===== src/rtl/afifo_read_packer.sv =====
// Packs RATIO show-ahead FIFO words into one wide beat on a registered valid/ready stream; flush emits a masked partial beat.
// Latency: out_valid rises the cycle after the RATIO-th pop; a flush beat appears two cycles after the flush request at the earliest.
// Backpressure: holds the beat while !out_ready and keeps popping until the accumulator holds RATIO-1 words, then stalls.
module afifo_read_packer #(
    parameter int WIDTH     = 32,
    parameter int RATIO     = 4,
    parameter int CNT_WIDTH = 16
) (
    input  logic                   read_clk,
    input  logic                   read_reset_n,
    input  logic                   fifo_empty,
    input  logic [WIDTH-1:0]       fifo_read_data,
    output logic                   fifo_read_en,
    input  logic                   flush,
    output logic                   out_valid,
    input  logic                   out_ready,
    output logic [WIDTH*RATIO-1:0] out_data,
    output logic [RATIO-1:0]       out_mask,
    output logic                   out_last,
    output logic [CNT_WIDTH-1:0]   beat_count,
    output logic                   busy
);
    localparam int IDX_W = $clog2(RATIO);
    localparam int ACC_W = WIDTH * (RATIO - 1);
    localparam logic [IDX_W-1:0] IDX_LAST = IDX_W'(RATIO - 1);

    typedef enum logic {ACCUM, FLUSH} state_t;

    state_t           state, state_nxt;
    logic [ACC_W-1:0] acc, acc_wr;
    logic [IDX_W-1:0] idx;
    logic             flush_pending, flush_pending_nxt;
    logic             out_free, pop_full, flush_emit;
    logic [RATIO-1:0] part_mask;

    always_comb begin
        out_free     = !out_valid || out_ready;
        // Gated by reset so the FIFO is never popped while reset is held.
        fifo_read_en = read_reset_n && (state == ACCUM) && !fifo_empty &&
                       ((idx != IDX_LAST) || out_free);
        pop_full     = fifo_read_en && (idx == IDX_LAST);
        flush_emit   = (state == FLUSH) && (idx != '0) && out_free;

        state_nxt         = state;
        flush_pending_nxt = flush_pending || flush;
        if (state == ACCUM) begin
            if (flush || flush_pending)
                state_nxt = FLUSH;
        end else begin
            if ((idx == '0) || out_free) begin
                state_nxt         = ACCUM;
                flush_pending_nxt = 1'b0;
            end
        end
    end

    always_comb begin
        acc_wr    = acc;
        part_mask = '0;
        for (int k = 0; k < RATIO - 1; k++) begin
            if (idx == IDX_W'(k))
                acc_wr[k*WIDTH +: WIDTH] = fifo_read_data;
        end
        for (int k = 0; k < RATIO; k++)
            part_mask[k] = (IDX_W'(k) < idx);
    end

    always_ff @(posedge read_clk or negedge read_reset_n) begin
        if (!read_reset_n) begin
            state         <= ACCUM;
            flush_pending <= 1'b0;
        end else begin
            state         <= state_nxt;
            flush_pending <= flush_pending_nxt;
        end
    end

    always_ff @(posedge read_clk or negedge read_reset_n) begin
        if (!read_reset_n) begin
            out_valid  <= 1'b0;
            out_data   <= '0;
            out_mask   <= '0;
            out_last   <= 1'b0;
            beat_count <= '0;
            acc        <= '0;
            idx        <= '0;
        end else begin
            beat_count <= beat_count + CNT_WIDTH'(out_valid && out_ready);
            if (pop_full) begin
                out_data  <= {fifo_read_data, acc};
                out_mask  <= '1;
                out_last  <= 1'b0;
                out_valid <= 1'b1;
                acc       <= '0;
                idx       <= '0;
            end else if (flush_emit) begin
                // Unused accumulator words are already zero, so the tail pads with zeros.
                out_data  <= {{WIDTH{1'b0}}, acc};
                out_mask  <= part_mask;
                out_last  <= 1'b1;
                out_valid <= 1'b1;
                acc       <= '0;
                idx       <= '0;
            end else begin
                if (out_ready)
                    out_valid <= 1'b0;
                if (fifo_read_en) begin
                    acc <= acc_wr;
                    idx <= idx + 1'b1;
                end
            end
        end
    end

    assign busy = (idx != '0) || flush_pending || out_valid;

endmodule


===== config.mk =====
export PLATFORM = sky130hd
export DESIGN_NAME = afifo_read_packer
export DESIGN_NICKNAME = d
export VERILOG_FILES = /design/src/rtl/afifo_read_packer.sv
export SDC_FILE = /design/constraint.sdc
export NUM_CORES = 1
export LEC_CHECK = 0
export ABC_AREA = 1
export CAP_MARGIN = 20
export CORE_MARGIN = 1.5
export CORE_UTILIZATION = 40
export DETAILED_ROUTE_END_ITERATION = 6
export PLACE_DENSITY = 0.74
export SLEW_MARGIN = 25
export SYNTH_ARGS = -nofsm -noshare
export SYNTH_HDL_FRONTEND = slang
export SYNTH_SLANG_ARGS = --single-unit

===== constraint.sdc =====
create_clock -name read_clk -period 1.6 [get_ports read_clk]
set_input_delay 0.48 -clock read_clk [delete_from_list [all_inputs] [get_ports read_clk]]
set_output_delay 0.48 -clock read_clk [all_outputs]
set_load 0.01 [all_outputs]

==> impl_metrics.tcl <==
# implementation run metrics
set metrics [dict create \
    cts_buffer_depth 3 \
    mostFrequentLayoutCells "nand2_1, dfrtp_1, nand2_2" \
    worstRegToRegCells 13 \
    netSwitchingFraction_pct 40.1 \
    postSynthSeqShare_pct 60.9 \
    area_leaders "dfrtp_1, nand2_1, nand3_1" \
    buffer_area_share_pct 24.2 \
    chipWidth_um 163 \
    mux_share_pct 0 \
    cp-startpoint "idx[1]$_DFFE_PN0P_" \
    yosysTopAreaCell "dfrtp_1" \
    top_area_share_pct 60.9 \
    p_clk_share_pct 18.5 \
    post_route_cells_drive_above_1_share_pct 51.2 \
    syn_avg_cell_area_um2 8.59 \
    dr_wl_met3_mm 2.99 \
    max_slew_margin_pct 48.5 \
    drt-initial-drc-count 615 \
    crit_path_top_delay_cell "dfrtp_1" \
    overflow 0 \
    nWellTaps 330 \
    cp_max_fo 3 \
    cts-root-buf "clkbuf_16" \
    r2r_end "acc[15]$_DFFE_PN0P_" \
    status "finished, violations left" \
    fin_ws_ns -0.424 \
    rsz0062_at_grt "true" \
    hold_class "input pin to asynchronous set/reset pin" \
    signal_buffers 385 \
    syn_area_um2 10300 \
    top_layer "met4" \
    place_area_um2 13000 \
    cts.sink_count 250 \
    p_leak_nw 9.16 \
    gr-usage-met3_pct 5.18 \
    htreeDepth 1 \
    arrival_ns 1.54 \
    hold_violations 0 \
    nNonClkInverters 87 \
    cts-hold-fix-buffers 0 \
    met2_length_mm 19.6 \
    simple_gate_area_share_pct 27.5 \
    n_clock_buffer 33 \
    dp_slack_ns -0.695 \
    fp_nets 1239 \
    ff_count 250 \
    max-cap-violations 0 \
    seqPwrFrac_pct 28.5 \
    grt-busiest-layer "met2" \
    timing.final.crit_share_pct 126 \
    die-area_um2 26600 \
    lay_top_count "nand2_1" \
    cts-buffers-inserted 26 \
    antenna_cells 1 \
    clock.fmax_ghz 0.494 \
    comb_share_pct 29.1 \
    synth.top_cells.by_count "nand2_1, dfrtp_1, nand3_1" \
    crit_end "fifo_read_en" \
    hpwl_mm 18.0 \
    port_buffers 188 \
    areaGrowthSynthToFinish_pct 67.3 \
    rows 58 \
    cp_common_cell "inv_2" \
    yosys_cells 1195 \
    switching_power_mw 14.9 \
    cts_tree "done" \
    topCombFamilyByArea "simple AND/OR/NAND/NOR gates" \
    edf_count 0 \
    grt_max_degree 142 \
    die_h_um 163 \
    ff_type "dfrtp_1" \
    ys.flops 250 \
    failed_checks "negative setup slack" \
    drc 0 \
    final_cell_count_no_fill 1897 \
    yosys_area_um2 10300 \
    cp_cell_sequence "ha_2 -> inv_2 -> o21ai_4 -> inv_2 -> buf_6" \
    final.fill_count 1762 \
    power_mw 37.1 \
    wl_met1_mm 15.1 \
    cpPeakStageDelay_ns 0.40 \
    fin_skew_ns 0.0183 \
    fp_util_pct 40.8 \
    grt_first_pass_wirelength_mm 51.6 \
    viasPerCell 5.26 \
    drv_slew 0 \
    setup_viol_count_final 252 \
]
state kept, by name, summed over array words and instances (netlist names):
name / cells
beat_count: 16
acc: 96
out_mask: 4
out_last: 1
state: 1
flush_pending: 1
out_data: 128
out_valid: 1
idx: 2
what timing repair did:
item / CTS / global route
endpoints found under the setup margin: 384 / 261
gates cloned: 26 / 35
pin swaps: 32 / 67
setup buffers: 78 / 17
resized: 805 / 446
power groups by stage:
stage	combinational [mW]	clock (mW)	sequential, mW
6_report	19.7	6.85	10.6
5_1_grt	20.7	7.17	10.8
4_1_cts	14.9	6.80	9.92
3_5_place_dp	10.7	0	10.0
3_3_place_gp	10.4	0	9.95
2_1_floorplan	5.02	0	10.3
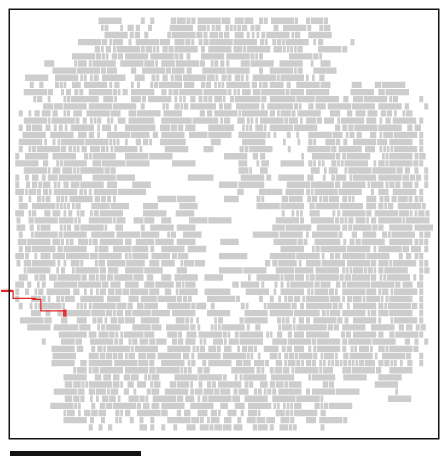
*Port wiring*
The bar under the picture is 50 µm long.
legend:
  red:
    port: fifo_read_en
    bits: 1
    direction: output
    edge: west
    end_cells: 1
    buffers: 1
    wire: 29.5 µm

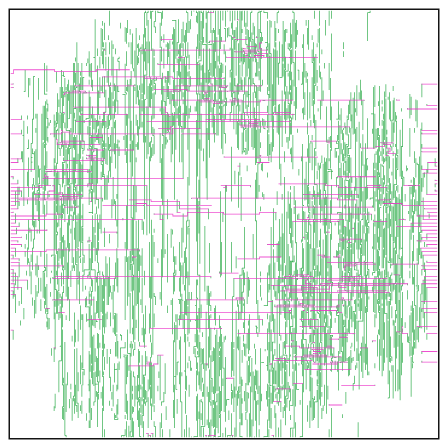
*Metal layers overlaid*
Only two layers are drawn.
legend:
  green:
    layer: met2
    wire_length: 19600 µm
  magenta:
    layer: met3
    wire_length: 2990 µm

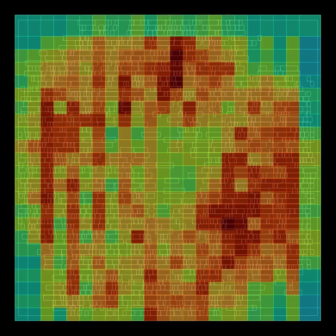
*Track usage over the die*
GR Util met1: 32.1%
met2 Resource Use GR: 41.1%
overall global routing resource usage: 24.9%

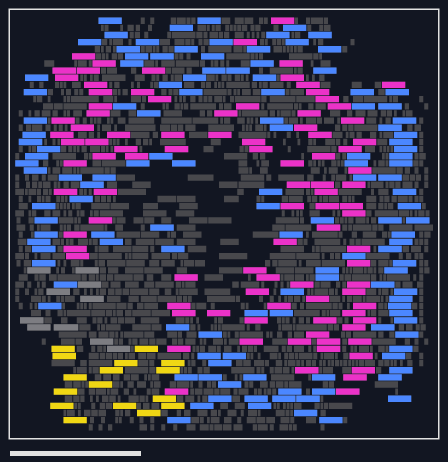
*Register map, names as in the netlist*
The bar under the picture is 50 µm long. Other sequential cells in the stronger grey, the rest of the logic in the fainter grey.
legend:
  magenta:
    signal: acc
    placed_flops: 96
    where: all over the die
  yellow:
    signal: beat_count
    placed_flops: 16
    where: south-west
  blue:
    signal: out_data
    placed_flops: 128
    where: all over the die
final design utilization: 68.2%
flop share of the area: 36.4%
Seq. pwr: 10.6 mW
Reg area: 6260 µm²

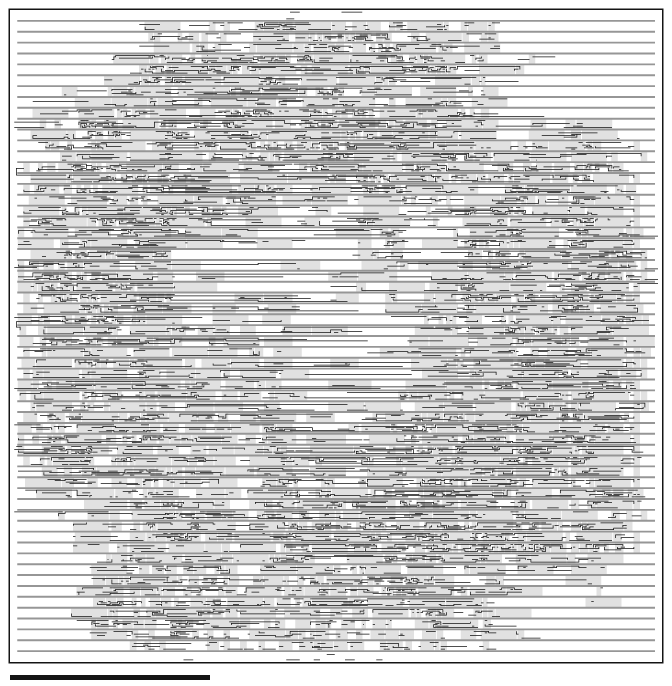
*Metal 1*
The bar under the picture is 50 µm long. Supply wires on this layer in grey. Cells faint in the background.
share of all routed wire: 38%
main direction: horizontal
nets with wire on the layer: 1446
longest straight run: 55.2 µm

Power figures rest on the tool's default switching activity, not on a simulated workload.
